### Cell density map

The die is cut into 9 by 10 equal tiles; white is low, dark blue is high, 0 to 100% covered.
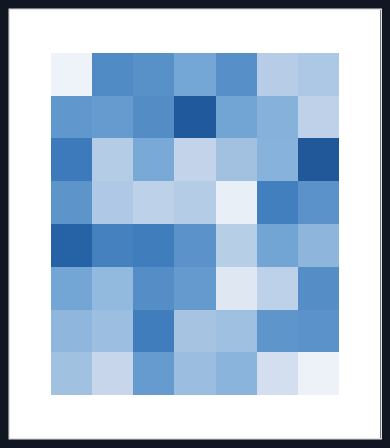
### The metal 2 layer

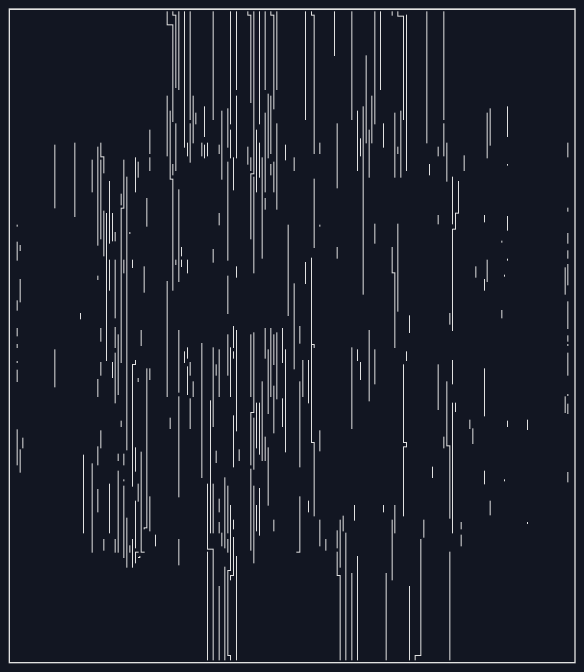
[src/rtl/mult_sched_pkg.sv]
// Shared types and constants for the round-robin multiplier scheduler.
package mult_sched_pkg;

    typedef enum logic [1:0] {
        IDLE    = 2'd0,
        ISSUE   = 2'd1,
        WAIT    = 2'd2,
        RELEASE = 2'd3
    } mult_sched_state_t;

    localparam int DEFAULT_TIMEOUT = 64;

    // Requester index width; a single bit is kept even for N_REQ <= 2.
    function automatic int id_width(input int n_req);
        return (n_req > 2) ? $clog2(n_req) : 1;
    endfunction

endpackage

[src/rtl/mult_rr_arbiter.sv]
// Combinational round-robin pick: first high req at or after ptr, wrapping.
module mult_rr_arbiter #(
    parameter int N_REQ = 2,
    parameter int IDW   = 1
) (
    input  logic [N_REQ-1:0] req,
    input  logic [IDW-1:0]   ptr,
    output logic [N_REQ-1:0] win_oh,
    output logic [IDW-1:0]   win_idx,
    output logic             win_valid
);

    logic [IDW-1:0] j;

    always_comb begin
        win_oh    = '0;
        win_idx   = '0;
        win_valid = 1'b0;
        j         = '0;
        for (int i = 0; i < N_REQ; i++) begin
            j = IDW'((int'(ptr) + i) % N_REQ);
            if (!win_valid && req[j]) begin
                win_valid = 1'b1;
                win_idx   = j;
                win_oh[j] = 1'b1;
            end
        end
    end

endmodule

[src/rtl/mult_scheduler.sv]
// Shares one sequential multiplier between N_REQ requesters in round-robin order.
// Optional feature: define MULT_SCHED_TIMEOUT_EN to abort WAIT after TIMEOUT cycles.
module mult_scheduler
    import mult_sched_pkg::*;
#(
    parameter int N_REQ   = 2,
    parameter int WIDTH   = 8,
    parameter int TIMEOUT = DEFAULT_TIMEOUT
) (
    input  logic                         CLK,
    input  logic                         RESET,
    input  logic [N_REQ-1:0]             req,
    input  logic [N_REQ*WIDTH-1:0]       req_a,
    input  logic [N_REQ*WIDTH-1:0]       req_b,
    output logic [N_REQ-1:0]             gnt,
    output logic [N_REQ-1:0]             done,
    output logic [2*WIDTH-1:0]           result,
    output logic [id_width(N_REQ)-1:0]   result_id,
    output logic                         err,
    output logic                         mult_start,
    output logic [WIDTH-1:0]             mult_a,
    output logic [WIDTH-1:0]             mult_b,
    input  logic                         mult_end,
    input  logic [2*WIDTH-1:0]           mult_product
);

    localparam int IDW = id_width(N_REQ);

    // Handshakes: req acts as valid and must hold with stable operands until gnt;
    // gnt is a one-cycle accept, operands are captured on the edge that raises it.
    // Toward the multiplier, mult_start is held high until mult_end is seen, and
    // a new mult_start is only issued after mult_end has returned low.

    mult_sched_state_t state, next_state;

    logic [IDW-1:0]     ptr, ptr_d;
    logic [IDW-1:0]     owner, owner_d;
    logic [N_REQ-1:0]   gnt_d, done_d;
    logic [2*WIDTH-1:0] result_d;
    logic [IDW-1:0]     result_id_d;
    logic               mult_start_d;
    logic [WIDTH-1:0]   mult_a_d, mult_b_d;
    logic               timeout_hit;

    logic [N_REQ-1:0]   arb_oh;
    logic [IDW-1:0]     arb_idx;
    logic               arb_valid;

    mult_rr_arbiter #(
        .N_REQ (N_REQ),
        .IDW   (IDW)
    ) u_arb (
        .req       (req),
        .ptr       (ptr),
        .win_oh    (arb_oh),
        .win_idx   (arb_idx),
        .win_valid (arb_valid)
    );

`ifdef MULT_SCHED_TIMEOUT_EN
    localparam int CNT_W = $clog2(TIMEOUT + 1);

    logic [CNT_W-1:0] wait_cnt;

    // Counter is zero on WAIT entry because it is held clear in every other state.
    always_ff @(posedge CLK or negedge RESET) begin
        if (!RESET) begin
            wait_cnt <= '0;
            err      <= 1'b0;
        end else begin
            wait_cnt <= (state == WAIT) ? wait_cnt + CNT_W'(1) : '0;
            err      <= timeout_hit;
        end
    end

    assign timeout_hit = (state == WAIT) && !mult_end && (wait_cnt == CNT_W'(TIMEOUT - 1));
`else
    assign timeout_hit = 1'b0;
    assign err         = 1'b0;
`endif

    always_ff @(posedge CLK or negedge RESET) begin
        if (!RESET) begin
            state      <= IDLE;
            ptr        <= '0;
            owner      <= '0;
            gnt        <= '0;
            done       <= '0;
            result     <= '0;
            result_id  <= '0;
            mult_start <= 1'b0;
            mult_a     <= '0;
            mult_b     <= '0;
        end else begin
            state      <= next_state;
            ptr        <= ptr_d;
            owner      <= owner_d;
            gnt        <= gnt_d;
            done       <= done_d;
            result     <= result_d;
            result_id  <= result_id_d;
            mult_start <= mult_start_d;
            mult_a     <= mult_a_d;
            mult_b     <= mult_b_d;
        end
    end

    always_comb begin
        next_state = state;
        case (state)
            IDLE:    if (arb_valid) next_state = ISSUE;
            ISSUE:   next_state = WAIT;
            WAIT:    if (mult_end || timeout_hit) next_state = RELEASE;
            RELEASE: if (!mult_end) next_state = IDLE;
            default: next_state = IDLE;
        endcase
    end

    always_comb begin
        ptr_d        = ptr;
        owner_d      = owner;
        gnt_d        = '0;
        done_d       = '0;
        result_d     = result;
        result_id_d  = result_id;
        mult_start_d = mult_start;
        mult_a_d     = mult_a;
        mult_b_d     = mult_b;
        case (state)
            IDLE: begin
                if (arb_valid) begin
                    gnt_d        = arb_oh;
                    owner_d      = arb_idx;
                    ptr_d        = (arb_idx == IDW'(N_REQ - 1)) ? '0 : arb_idx + IDW'(1);
                    mult_a_d     = req_a[arb_idx*WIDTH +: WIDTH];
                    mult_b_d     = req_b[arb_idx*WIDTH +: WIDTH];
                    mult_start_d = 1'b1;
                end
            end
            WAIT: begin
                // A late mult_end on the final timeout cycle still completes normally.
                if (mult_end) begin
                    result_d      = mult_product;
                    result_id_d   = owner;
                    done_d[owner] = 1'b1;
                    mult_start_d  = 1'b0;
                end else if (timeout_hit) begin
                    result_d      = '0;
                    result_id_d   = owner;
                    done_d[owner] = 1'b1;
                    mult_start_d  = 1'b0;
                end
            end
            default: ;
        endcase
    end

endmodule
[config.mk]
export PLATFORM = sky130hd
export DESIGN_NAME = mult_scheduler
export DESIGN_NICKNAME = d
export VERILOG_FILES = /design/src/rtl/mult_sched_pkg.sv /design/src/rtl/mult_rr_arbiter.sv /design/src/rtl/mult_scheduler.sv
export SDC_FILE = /design/constraint.sdc
export NUM_CORES = 1
export LEC_CHECK = 0
export CORE_ASPECT_RATIO = 1.2
export CORE_MARGIN = 10
export CORE_UTILIZATION = 30
export CTS_CLUSTER_SIZE = 24
export DETAILED_ROUTE_END_ITERATION = 16
export PLACE_DENSITY_LB_ADDON = 0.1
export SLEW_MARGIN = 25
export SYNTH_ARGS = -nofsm -noshare
export SYNTH_HDL_FRONTEND = slang
export SYNTH_SLANG_ARGS = --single-unit
[constraint.sdc]
create_clock -name CLK -period 2 [get_ports CLK]
set_input_delay 0.3 -clock CLK [delete_from_list [all_inputs] [get_ports CLK]]
set_output_delay 0.3 -clock CLK [all_outputs]
set_load 0.05 [all_outputs]
==> impl_metrics.toml <==
# physical design summary
[synth]
synthArstFlopShare = 1.00
synth_top_cell_by_area = "dfrtp_1"
ys.flops = 42
top_area_frac = 0.596
synth_area_mm2 = 0.00176
area_leaders = "dfrtp_1 (60%), mux2_2 (11%), a221o_1 (9.1%)"

[power_and_ir_drop]
fin_total_pwr_mw = 5.05
switchingPower_mw = 2.34
combinationalPowerShare = 0.604
comb_power_mw = 3.05

[layout]
nClkBuffers = 6
logic_gates = 74
final-clk-cell-share = 0.0293
drive_gt1_frac = 0.188
combGateArea_um2 = 656
utilization = 0.498
buffers = 93

[die]
die_x_um = 90.0
die_area_mm2 = 0.00936

[critical_path]
critPathTopFamily = "buffers and inverters"
end_kind = "primary output"
crit_arrival_ns = 1.50
crit_path_start_kind = "flip-flop"
timing.rr.start = "state[0]$_DFFE_PN0P_"
r2r-end = "mult_a[4]$_DFFE_PN0P_"

[global_route]
grt_usage = 0.103

[routing]
vias_per_cell = 4.46
ant_nets = 0
wl_met3_um = 431

[clock_tree]
clock_path_buffers = 2
ctsResizeCount = 0
clock-sinks = 42
cts.clk_slew.worst_paths_ns = 0.07
h-tree-depth = 2

[outcome]
run_status = "complete, no violations"

[sta]
fin_setup_tns_ns = 0
finalMaxSlewViolations = 0

[job]
warning_count = 28
-- 'Cell density map' (at the start) --
nearly empty tiles	38%
fullest tile	84%
tiles over 75% full	3.3%
mean over tiles	29%

-- 'The metal 2 layer' (at the start) --
longest straight run	43.5 um
wire length on this layer	2,370 um
share of all routed wire	48%

==> registers in the layout, summed over array words and instances, names as in the netlist <==
name,flops
done,2
gnt,2
mult_a,8
mult_b,8
mult_start,1
owner,1
ptr,1
result,16
result_id,1
state,2
==> through the flow <==
stage / cells / setup WS (ns)
floorplan: 124 / 0.513
global placement: 291 / 0.187
detailed placement: 291 / 0.122
CTS: 298 / 0.183
global route: 298 / 0.144
finish: 298 / 0.205
==> cell families after synthesis <==
group                      share of synthesized area
AOI/OAI and AO/OA                              0.150
adders and majority gates                     0.0213
buffers and inverters                         0.0326
DFF                                            0.596
muxes                                          0.109
other                                        0.00213
and+or+nand+nor                               0.0901
==> repair_timing <==
action / CTS / global route
endpoints found under the hold margin: 13 / 0
hold buffers: 1 / 0
setup buffers: 0 / 0
